[src/rtl/lfsr_pkg.sv]
// Shared LFSR helpers: Galois step functions and polynomial constants.
// Functions work on 32-bit containers; callers pass W-bit zero-extended values.
package lfsr_pkg;

  localparam int MAXW = 32;

  localparam logic [3:0]  POLY4  = 4'hC;
  localparam logic [7:0]  POLY8  = 8'hB8;
  localparam logic [15:0] POLY16 = 16'hB400;
  localparam logic [31:0] POLY32 = 32'h8020_0003;
  localparam logic [15:0] SEED16 = 16'hACE1;

  function automatic logic [31:0] galois_step(
    input logic [31:0] s,
    input logic [31:0] taps
  );
    return (s >> 1) ^ ({32{s[0]}} & taps);
  endfunction

  function automatic logic [31:0] galois_steps(
    input logic [31:0] s,
    input logic [31:0] taps,
    input int          n
  );
    logic [31:0] r;
    r = s;
    for (int i = 0; i < MAXW; i++) begin
      if (i < n) r = galois_step(r, taps);
    end
    return r;
  endfunction

endpackage

[src/rtl/lfsr_if.sv]
// LFSR control/status bundle.
// master drives en/load/load_val; slave returns Q, lockup, wrap, period.
interface lfsr_if #(
  parameter int W  = 16,
  parameter int PW = 17
);
  logic          en;
  logic          load;
  logic [W-1:0]  load_val;
  logic [W-1:0]  Q;
  logic          lockup;
  logic          wrap;
  logic [PW-1:0] period;

  modport master (
    output en, load, load_val,
    input  Q, lockup, wrap, period
  );

  modport slave (
    input  en, load, load_val,
    output Q, lockup, wrap, period
  );
endinterface

[src/rtl/lfsr_period_mon.sv]
// Period monitor: tracks reference state, enabled-cycle count and wrap.
// Ports: restart/restart_val rebase ref; adv/nxt advance; wrap, period out.
module lfsr_period_mon #(
  parameter int           W      = 16,
  parameter int           PW     = 17,
  parameter logic [W-1:0] SEED_W = '1
) (
  input  logic          CLK,
  input  logic          n_RESET,
  input  logic          restart,
  input  logic [W-1:0]  restart_val,
  input  logic          adv,
  input  logic [W-1:0]  nxt,
  output logic          wrap,
  output logic [PW-1:0] period
);

  localparam logic [PW-1:0] CMAX = '1;

  logic [W-1:0]  ref_q, ref_d;
  logic [PW-1:0] cnt_q, cnt_d;
  logic [PW-1:0] per_q, per_d;
  logic          wrap_q, wrap_d;
  logic [PW-1:0] cnt_inc;

  always_comb begin
    cnt_inc = (cnt_q == CMAX) ? CMAX : cnt_q + PW'(1);
    ref_d   = ref_q;
    cnt_d   = cnt_q;
    per_d   = per_q;
    wrap_d  = 1'b0;
    if (restart) begin
      ref_d = restart_val;
      cnt_d = '0;
    end else if (adv) begin
      if (nxt == ref_q) begin
        wrap_d = 1'b1;
        per_d  = cnt_inc;
        cnt_d  = '0;
      end else begin
        cnt_d  = cnt_inc;
      end
    end
  end

  always_ff @(posedge CLK or negedge n_RESET) begin
    if (!n_RESET) begin
      ref_q  <= SEED_W;
      cnt_q  <= '0;
      per_q  <= '0;
      wrap_q <= 1'b0;
    end else begin
      ref_q  <= ref_d;
      cnt_q  <= cnt_d;
      per_q  <= per_d;
      wrap_q <= wrap_d;
    end
  end

  assign wrap   = wrap_q;
  assign period = per_q;

endmodule

[src/rtl/lfsr_gen.sv]
// Parametrised Galois LFSR with load, zero lock-up recovery, period monitor.
// Ports: CLK, n_RESET (async low), bus (lfsr_if.slave).
module lfsr_gen
  import lfsr_pkg::*;
#(
  parameter int          W     = 16,
  parameter logic [31:0] TAPS  = 32'(POLY16),
  parameter logic [31:0] SEED  = 32'(SEED16),
  parameter int          STEPS = 1,
  parameter int          PW    = 17
) (
  input  logic CLK,
  input  logic n_RESET,
  lfsr_if.slave bus
);

  localparam logic [W-1:0] TAPS_W = TAPS[W-1:0];
  localparam logic [W-1:0] SEED_W = SEED[W-1:0];

  if (W < 4 || W > 32) begin : g_bad_w
    $error("lfsr_gen: W out of range");
  end
  if (TAPS_W[W-1] != 1'b1) begin : g_bad_taps
    $error("lfsr_gen: TAPS[W-1] must be 1");
  end
  if (SEED_W == '0) begin : g_bad_seed
    $error("lfsr_gen: SEED must be non-zero");
  end
  if (STEPS < 1 || STEPS > W) begin : g_bad_steps
    $error("lfsr_gen: STEPS out of range");
  end

  logic [W-1:0] q_q, q_d;
  logic         lock_q, lock_d;
  logic [W-1:0] step_w;
  logic         restart;
  logic [W-1:0] restart_val;
  logic         adv;

  assign step_w = W'(galois_steps(32'(q_q), 32'(TAPS_W), STEPS));

  // load beats lock-up recovery beats a normal shift
  always_comb begin
    q_d         = q_q;
    lock_d      = 1'b0;
    restart     = 1'b0;
    restart_val = SEED_W;
    adv         = 1'b0;
    if (bus.load) begin
      q_d         = bus.load_val;
      restart     = 1'b1;
      restart_val = bus.load_val;
    end else if (bus.en && q_q == '0) begin
      q_d     = SEED_W;
      lock_d  = 1'b1;
      restart = 1'b1;
    end else if (bus.en) begin
      q_d = step_w;
      adv = 1'b1;
    end
  end

  always_ff @(posedge CLK or negedge n_RESET) begin
    if (!n_RESET) begin
      q_q    <= SEED_W;
      lock_q <= 1'b0;
    end else begin
      q_q    <= q_d;
      lock_q <= lock_d;
    end
  end

  lfsr_period_mon #(
    .W      (W),
    .PW     (PW),
    .SEED_W (SEED_W)
  ) u_mon (
    .CLK         (CLK),
    .n_RESET     (n_RESET),
    .restart     (restart),
    .restart_val (restart_val),
    .adv         (adv),
    .nxt         (step_w),
    .wrap        (bus.wrap),
    .period      (bus.period)
  );

  assign bus.Q      = q_q;
  assign bus.lockup = lock_q;

endmodule

[src/flat_wrapper.sv]
// flat-port wrapper written by rule: the top's interface ports become plain ports
module lfsr_gen_flat import lfsr_pkg::*;
#(
  parameter int          W     = 16,
  parameter logic [31:0] TAPS  = 32'(POLY16),
  parameter logic [31:0] SEED  = 32'(SEED16),
  parameter int          STEPS = 1,
  parameter int          PW    = 17
)
  (CLK, n_RESET, bus_en, bus_load, bus_load_val, bus_Q, bus_lockup, bus_wrap, bus_period);
  lfsr_if #(.W(W), .PW(PW)) bus_i ();
  input  logic CLK;
  input  logic n_RESET;
  input wire logic [$bits(bus_i.en)-1:0] bus_en;
  input wire logic [$bits(bus_i.load)-1:0] bus_load;
  input wire logic [$bits(bus_i.load_val)-1:0] bus_load_val;
  output wire logic [$bits(bus_i.Q)-1:0] bus_Q;
  output wire logic [$bits(bus_i.lockup)-1:0] bus_lockup;
  output wire logic [$bits(bus_i.wrap)-1:0] bus_wrap;
  output wire logic [$bits(bus_i.period)-1:0] bus_period;
  assign bus_i.en = bus_en;
  assign bus_i.load = bus_load;
  assign bus_i.load_val = bus_load_val;
  assign bus_Q = bus_i.Q;
  assign bus_lockup = bus_i.lockup;
  assign bus_wrap = bus_i.wrap;
  assign bus_period = bus_i.period;
  lfsr_gen #(.W(W), .TAPS(TAPS), .SEED(SEED), .STEPS(STEPS), .PW(PW)) u_core (.CLK(CLK), .n_RESET(n_RESET), .bus(bus_i));
endmodule
[config.mk]
export PLATFORM = sky130hd
export DESIGN_NAME = lfsr_gen_flat
export DESIGN_NICKNAME = d
export VERILOG_FILES = /design/src/rtl/lfsr_pkg.sv /design/src/rtl/lfsr_if.sv /design/src/rtl/lfsr_period_mon.sv /design/src/rtl/lfsr_gen.sv /design/src/flat_wrapper.sv
export SDC_FILE = /design/constraint.sdc
export NUM_CORES = 1
export LEC_CHECK = 0
export CAP_MARGIN = 20
export CORE_AREA = 5 5 119 93
export DETAILED_ROUTE_END_ITERATION = 8
export DIE_AREA = 0 0 124 98
export PLACE_DENSITY = 0.63
export SYNTH_ARGS = -nofsm -noshare
export SYNTH_HDL_FRONTEND = slang
export SYNTH_HIERARCHICAL = 1
export SYNTH_SLANG_ARGS = --single-unit
[constraint.sdc]
create_clock -name CLK -period 3.6 [get_ports CLK]
set_input_delay 0.54 -clock CLK [delete_from_list [all_inputs] [get_ports CLK]]
set_output_delay 0.54 -clock CLK [all_outputs]
set_load 0.01 [all_outputs]
Supply network:
Bar = 20 um. Pins as bars on the die edge.
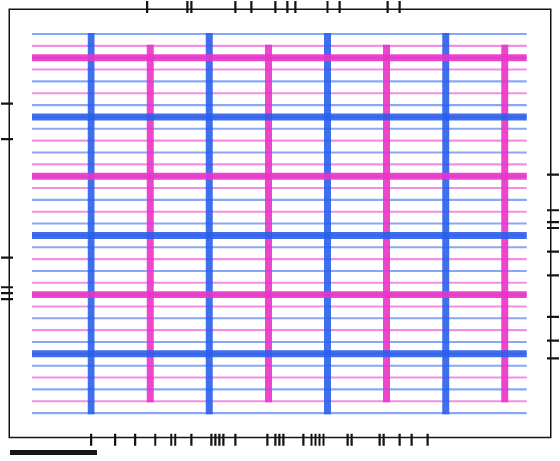
Blue stands for VSS. Magenta stands for VDD.
55 signal pins sit on the boundary. 6 straps on met5. 8 straps on met4.

==> CHANGELOG.md <==
### Implementation results

- Status: finished clean
- Worst-Skew Late Latency: around 0.32 ns
- Fin crit period: 2.773 ns
- Logic pwr share: 12.1%
- # port buffers: 54
- Max-slew violation count: 0
- Cell accounting for the most synthesized area: dfrtp_1
- Detailed-route via count: slightly below 3,000
- Area share, top type: 34.32%
- Global-route wire length before repair: 14,850 um
- DR iter-0 viols: 238
- # fillers: 931
- Hold Fails Final Rpt: 0
- Leakage dissipation: 1.852 nW
- Sequential Power Share: between 40% and 50%
- Number of OpenROAD warnings: 26
- Clock power frac: around two fifths
- FF/Latch Area: around 0.0017 mm2
- Utilization after layout: 46.29%
- Clk pwr: 789 uW
- Worst hold path class: in2async
- Crit-path max cell delay: 0.64 ns
- Largest family of logic cells by area: simple AND/OR/NAND/NOR gates
- Top cells by count, synth: dfrtp_1, a21oi_1, xor2_1
- Yosys adder share: less than 1%
- Peak VDD IR: ~0.28 mV
- Rows: 32
- Root buffer cell: clkbuf_16
- RSZ-0062 raised after global routing: false
- Grt ovf: 0
- Die span in y: around 98 um
- Most numerous logic cell after layout: clkdlybuf4s50_1
- Critical Path AT: between 2 and 3 ns
- Stages on worst setup path: 7
- Fmax: 360.6 MHz
- Antenna cells: 0
- Critical path cell sequence: nor4_2 > nand4_1 > nor3b_2 > buf_4 > nand2b_1 > nor2_4 > mux2_2
- Distinct cells, synth: 49
- Flop+latch power: between 800 and 900 uW
- Synth warn: 6
- Wire per inst: 16.73 um
- Top power group: registers
- Syn nets: 386
- Top Layer Used: met4
- Final instance area: 0.004578 mm2
- Routed metal-1 wire length: 4246 um
- Initial antenna violation count: 0
- Met3 WL: 636 um
- XOR/XNOR Area Share: 5.776%
- Vias in the first global route: about 2,800
- Sum Neg Setup Slack: 0 ns
- Synth Area in Compound Gates: 14.72%
- Worst-Margin Slew: 0.5513 ns
- # clock sinks: just under 70
- Cts hold-fix bufs: 0
- Post-Place Cell Area: 0.004313 mm2
- DRC Markers: 0
- Routability cong.: approximately 0.87
- All-Layer GR Usage: between 10% and 20%
- Int Pwr: approximately 1.4 mW
- Nets@finish: 418
- Max clock buf depth: 2
- CP startpoint: u_core/bus.Q[0]$_DFFE_PN1P_
- Place WS: 0.7094 ns
- H-tree levels: 3
- Yosys stat cell total: 365
- Worst path slowest cell: dfstp_2
- Top-count cell post-synth: dfrtp_1
- NetSw: approximately 470 uW
- Clk pin slew, worst setup/hold paths: 0.06 ns
- Hold Slack: ~0.064 ns
- Wirelength, routed: 9002 um
- Fraction of layout cells with a size suffix above 1: around 18%
Cells coloured by class:
Bar = 20 um.
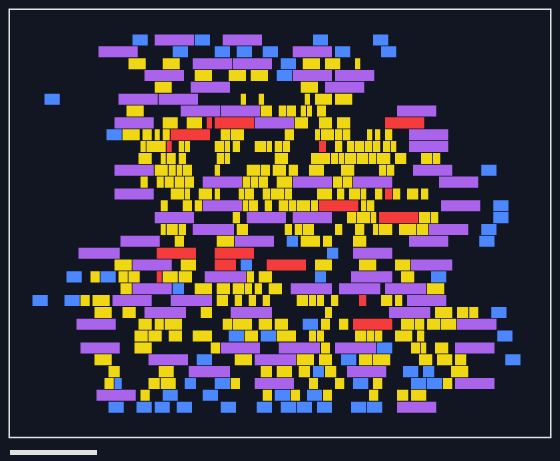
Yellow stands for remaining logic cells, cells 256, share of their area 41%. Purple stands for sequential cells, cells 68, share of their area 39%. Red stands for clock drivers and dummy loads, cells 16, share of their area 6.0%. Blue stands for remaining buffers and delay cells, cells 62, share of their area 14%.

-- layer usage --
metal | up-vias | GRT usage [%]
met2 | 106 | 21.48
li1 | 1399 | -
met3 | 12 | 4.053
met5 | - | 0
met1 | 1421 | 22.79
met4 | 0 | 5.387
-- cell type report --
| class | count | share of cell area (%) |
|---|---|---|
| well taps | 136 | 3.717 |
| flip-flops and latches | 68 | 37.61 |
| clock inverters | 3 | 0.3280 |
| multi-input cells | 249 | 39.30 |
| repair buffers | 62 | 13.01 |
| inverters | 7 | 0.5739 |
| clock buffers | 13 | 5.466 |
Power is estimated from default activity; no workload was simulated.
